**src/rtl/fifo_access_scheduler.sv**
```systemverilog
// Access scheduler for a single FIFO shared by NUM_REQ round-robin writers and one reader.
// Tracks committed occupancy itself and drains the FIFO on a flush request.
module fifo_access_scheduler #(
    parameter int WIDTH   = 8,
    parameter int DEPTH   = 16,
    parameter int NUM_REQ = 4,
    localparam int CW     = $clog2(DEPTH + 1)
) (
    input  logic                     clk,
    input  logic                     reset,
    input  logic [NUM_REQ-1:0]       wr_req,
    input  logic [NUM_REQ*WIDTH-1:0] wr_data,
    output logic [NUM_REQ-1:0]       wr_gnt,
    input  logic                     rd_req,
    output logic                     rd_gnt,
    output logic [WIDTH-1:0]         rd_data,
    output logic                     rd_valid,
    input  logic                     flush,
    output logic                     flush_done,
    output logic                     fifo_push,
    output logic                     fifo_pop,
    output logic [WIDTH-1:0]         fifo_in,
    input  logic [WIDTH-1:0]         fifo_out,
    input  logic                     fifo_empty,
    input  logic                     fifo_full,
    output logic [CW-1:0]            occupancy,
    output logic                     err
);

    localparam int          PW      = (NUM_REQ > 1) ? $clog2(NUM_REQ) : 1;
    localparam int unsigned NR      = NUM_REQ;
    localparam logic [CW-1:0] OCC_MAX = CW'(DEPTH);

    typedef enum logic {S_IDLE, S_FLUSH} state_t;
    typedef enum logic {OP_POP, OP_PUSH} op_t;

    state_t               state_q, state_d;
    op_t                  last_op_q, last_op_d;
    logic [PW-1:0]        rr_ptr_q, rr_ptr_d;
    logic                 fifo_push_q, fifo_push_d;
    logic                 fifo_pop_q, fifo_pop_d;
    logic [WIDTH-1:0]     fifo_in_q, fifo_in_d;
    logic [NUM_REQ-1:0]   wr_gnt_q, wr_gnt_d;
    logic                 rd_gnt_q, rd_gnt_d;
    logic                 rd_valid_q, rd_valid_d;
    logic [WIDTH-1:0]     rd_data_q, rd_data_d;
    logic                 flush_done_q, flush_done_d;
    logic [CW-1:0]        occ_q, occ_d;
    logic                 err_q, err_d;
    logic                 full_div_q, empty_div_q;

    logic [NUM_REQ-1:0]   wr_elig;
    logic                 rd_elig;
    logic                 wr_any;
    logic [PW-1:0]        wr_sel;
    logic [PW-1:0]        idx;
    logic [PW-1:0]        rr_next;
    logic [WIDTH-1:0]     wr_sel_data;
    logic                 full_div, empty_div;

    // The requester granted last cycle is masked so it can drop its request in time.
    always_comb begin
        wr_elig     = (occ_q != OCC_MAX) ? (wr_req & ~wr_gnt_q) : '0;
        rd_elig     = rd_req && !rd_gnt_q && (occ_q != '0);
        wr_any      = 1'b0;
        wr_sel      = '0;
        idx         = '0;
        wr_sel_data = '0;
        for (int unsigned off = 0; off < NR; off++) begin
            idx = PW'((32'(rr_ptr_q) + off) % NR);
            if (!wr_any && wr_elig[idx]) begin
                wr_any = 1'b1;
                wr_sel = idx;
            end
        end
        for (int unsigned i = 0; i < NR; i++) begin
            if (wr_sel == PW'(i)) begin
                wr_sel_data = wr_data[i*WIDTH +: WIDTH];
            end
        end
        rr_next = (wr_sel == PW'(NR - 1)) ? '0 : wr_sel + 1'b1;
    end

    always_comb begin
        state_d      = state_q;
        rr_ptr_d     = rr_ptr_q;
        last_op_d    = last_op_q;
        fifo_push_d  = 1'b0;
        fifo_pop_d   = 1'b0;
        fifo_in_d    = fifo_in_q;
        wr_gnt_d     = '0;
        rd_gnt_d     = 1'b0;
        rd_valid_d   = rd_gnt_q;
        rd_data_d    = rd_gnt_q ? fifo_out : rd_data_q;
        flush_done_d = 1'b0;
        occ_d        = occ_q;
        case (state_q)
            S_IDLE: begin
                if (flush) begin
                    // The first drain pop is issued on the flush edge itself.
                    if (occ_q == '0) begin
                        flush_done_d = 1'b1;
                    end else begin
                        fifo_pop_d = 1'b1;
                        occ_d      = occ_q - 1'b1;
                        last_op_d  = OP_POP;
                        state_d    = S_FLUSH;
                    end
                end else if (wr_any && (!rd_elig || last_op_q == OP_POP)) begin
                    fifo_push_d      = 1'b1;
                    wr_gnt_d[wr_sel] = 1'b1;
                    fifo_in_d        = wr_sel_data;
                    occ_d            = occ_q + 1'b1;
                    last_op_d        = OP_PUSH;
                    rr_ptr_d         = rr_next;
                end else if (rd_elig) begin
                    fifo_pop_d = 1'b1;
                    rd_gnt_d   = 1'b1;
                    occ_d      = occ_q - 1'b1;
                    last_op_d  = OP_POP;
                end
            end
            S_FLUSH: begin
                if (occ_q != '0) begin
                    fifo_pop_d = 1'b1;
                    occ_d      = occ_q - 1'b1;
                    last_op_d  = OP_POP;
                end else begin
                    flush_done_d = 1'b1;
                    state_d      = S_IDLE;
                end
            end
            default: state_d = S_IDLE;
        endcase
    end

    // The FIFO flags lag the committed count by one cycle, so divergence must persist two cycles.
    always_comb begin
        full_div  = (occ_q == OCC_MAX) && !fifo_full;
        empty_div = (occ_q == '0) && !fifo_empty;
        err_d     = err_q
                  | (fifo_push_q & fifo_full)
                  | (fifo_pop_q & fifo_empty)
                  | (full_div & full_div_q)
                  | (empty_div & empty_div_q);
    end

    always_ff @(posedge clk or negedge reset) begin
        if (!reset) begin
            state_q      <= S_IDLE;
            last_op_q    <= OP_POP;
            rr_ptr_q     <= '0;
            fifo_push_q  <= 1'b0;
            fifo_pop_q   <= 1'b0;
            fifo_in_q    <= '0;
            wr_gnt_q     <= '0;
            rd_gnt_q     <= 1'b0;
            rd_valid_q   <= 1'b0;
            rd_data_q    <= '0;
            flush_done_q <= 1'b0;
            occ_q        <= '0;
            err_q        <= 1'b0;
            full_div_q   <= 1'b0;
            empty_div_q  <= 1'b0;
        end else begin
            state_q      <= state_d;
            last_op_q    <= last_op_d;
            rr_ptr_q     <= rr_ptr_d;
            fifo_push_q  <= fifo_push_d;
            fifo_pop_q   <= fifo_pop_d;
            fifo_in_q    <= fifo_in_d;
            wr_gnt_q     <= wr_gnt_d;
            rd_gnt_q     <= rd_gnt_d;
            rd_valid_q   <= rd_valid_d;
            rd_data_q    <= rd_data_d;
            flush_done_q <= flush_done_d;
            occ_q        <= occ_d;
            err_q        <= err_d;
            full_div_q   <= full_div;
            empty_div_q  <= empty_div;
        end
    end

    assign wr_gnt     = wr_gnt_q;
    assign rd_gnt     = rd_gnt_q;
    assign rd_data    = rd_data_q;
    assign rd_valid   = rd_valid_q;
    assign flush_done = flush_done_q;
    assign fifo_push  = fifo_push_q;
    assign fifo_pop   = fifo_pop_q;
    assign fifo_in    = fifo_in_q;
    assign occupancy  = occ_q;
    assign err        = err_q;

endmodule
```
**config.mk**
```make
export PLATFORM = sky130hd
export DESIGN_NAME = fifo_access_scheduler
export DESIGN_NICKNAME = d
export VERILOG_FILES = /design/src/rtl/fifo_access_scheduler.sv
export SDC_FILE = /design/constraint.sdc
export NUM_CORES = 1
export LEC_CHECK = 0
export CORE_MARGIN = 8
export CORE_UTILIZATION = 55
export DETAILED_ROUTE_END_ITERATION = 6
export DONT_BUFFER_PORTS = 1
export GPL_TIMING_DRIVEN = 1
export PLACE_DENSITY_LB_ADDON = 0.1
export SLEW_MARGIN = 10
export SYNTH_ARGS = -nofsm -noshare
export SYNTH_HDL_FRONTEND = slang
export SYNTH_SLANG_ARGS = --single-unit
```
**constraint.sdc**
```tcl
create_clock -name clk -period 2.9 [get_ports clk]
set_input_delay 0.725 -clock clk [delete_from_list [all_inputs] [get_ports clk]]
set_output_delay 0.725 -clock clk [all_outputs]
set_load 0.05 [all_outputs]
```
Metal 1:
Bar = 20 µm. Supply wires on this layer in gray.
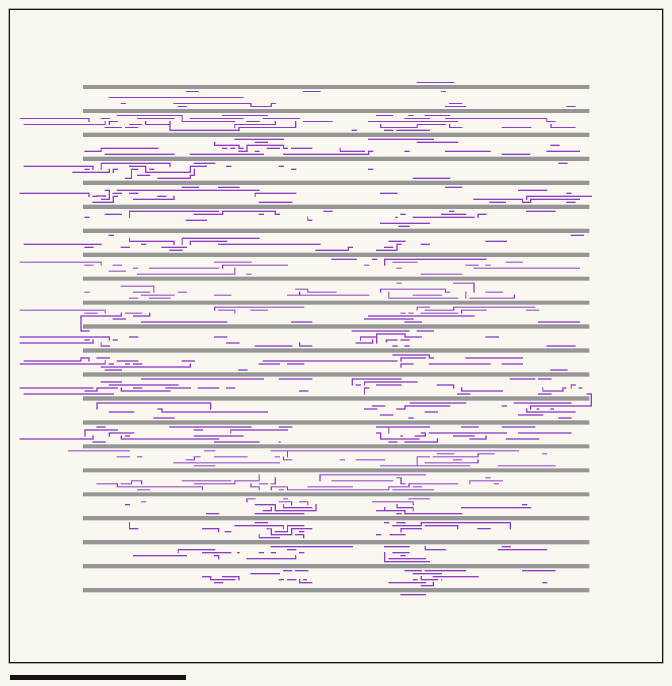
longest straight run: 28.1 µm
nets with wire on the layer: 211
wire length on this layer: 1590 µm
share of all routed wire: 38%
main direction: horizontal

Metal 2:
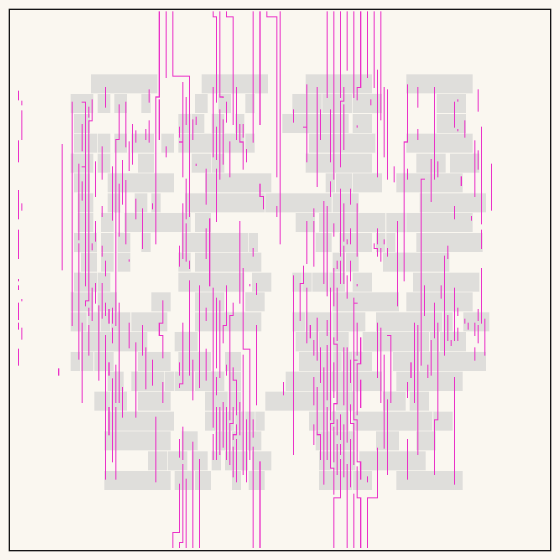
nets with wire on the layer: 201
wire length on this layer: 2070 µm
share of all routed wire: 49%

==> run summary <==
DP Worst Slack = -0.0434 ns
Avg Cell Area, Syn = 10.6 µm²
Core ar. = 3280 µm²
status = completed
HP Class = input port to async pin
FF-to-FF Start = occupancy[0]$_DFFE_PN0P_
CP max FO = 10
setup bufs post-CTS = 0
Commonest Layout Cell = dfrtp_1
GR Util met1 = 16.9%
crit path time final = 2.60 ns
YS chip area = 1850 µm²
Final nets = 241
Initial Util = 56.4%
CTS Hold Buffers Added = 0
Filler Cells Inserted = 290
Log Warnings = 31
vias per cell = 5.90
Tot GR Track Use = 15.9%
routed wire length = 4210 µm
Reg power frac = 45.0%
worst clock skew = 0.00934 ns
Area leader share = 50.0%
cells in synth_stat.txt = 174
Total Power = 2.72 mW
met2 Track Usage GR = 27.3%
biggest cell delay along the critical path = 0.40 ns
ANT cells = 0
asr flop ratio synth = 100%
Crit path max-delay family = AND-OR/OR-AND gates
worst skew pair latency = 0.34 ns
met2 WL = 2070 µm
wl on met1 = 1590 µm
# IOs = 81
Chip Width = 74.0 µm
Slew Viols, Final = 0
combinational power share = 38.4%
R2R Path End = fifo_in[6]$_DFFE_PN0P_
critical path's slowest cell = dfrtp_1
Worst Setup Path Type = register to register
Critical Path End Type = register
Rows = 21
## area by class of cell
type	instances	area share, %
tap	46	2.77
clock inverter	3	3.32
sequential	37	44.6
multi-input combinational	124	42.4
timing repair buffer	12	4.34
clock buffer	5	1.81
inverter	4	0.724
## stage by stage
| step | setup TNS [ns] | cells |
|---|---|---|
| after floorplan | 0 | 174 |
| after global placement | 0 | 223 |
| after detailed placement | -0.0560 | 223 |
| after CTS | 0 | 231 |
| after global routing | 0 | 231 |
| final | 0 | 231 |
## logic make-up (layout without fill, tap and decap cells)
group / Yosys count / after routing / share of synthesized area, %
compound gates: 42 / 42 / 15.1
buf+inv: 13 / 24 / 3.72
flops: 37 / 37 / 50.0
simple gates: 60 / 60 / 17.9
xor+xnor: 4 / 4 / 1.89
mux: 11 / 11 / 6.62
fa+ha+maj: 7 / 7 / 4.73
Power figures rest on the tool's default switching activity, not on a simulated workload.
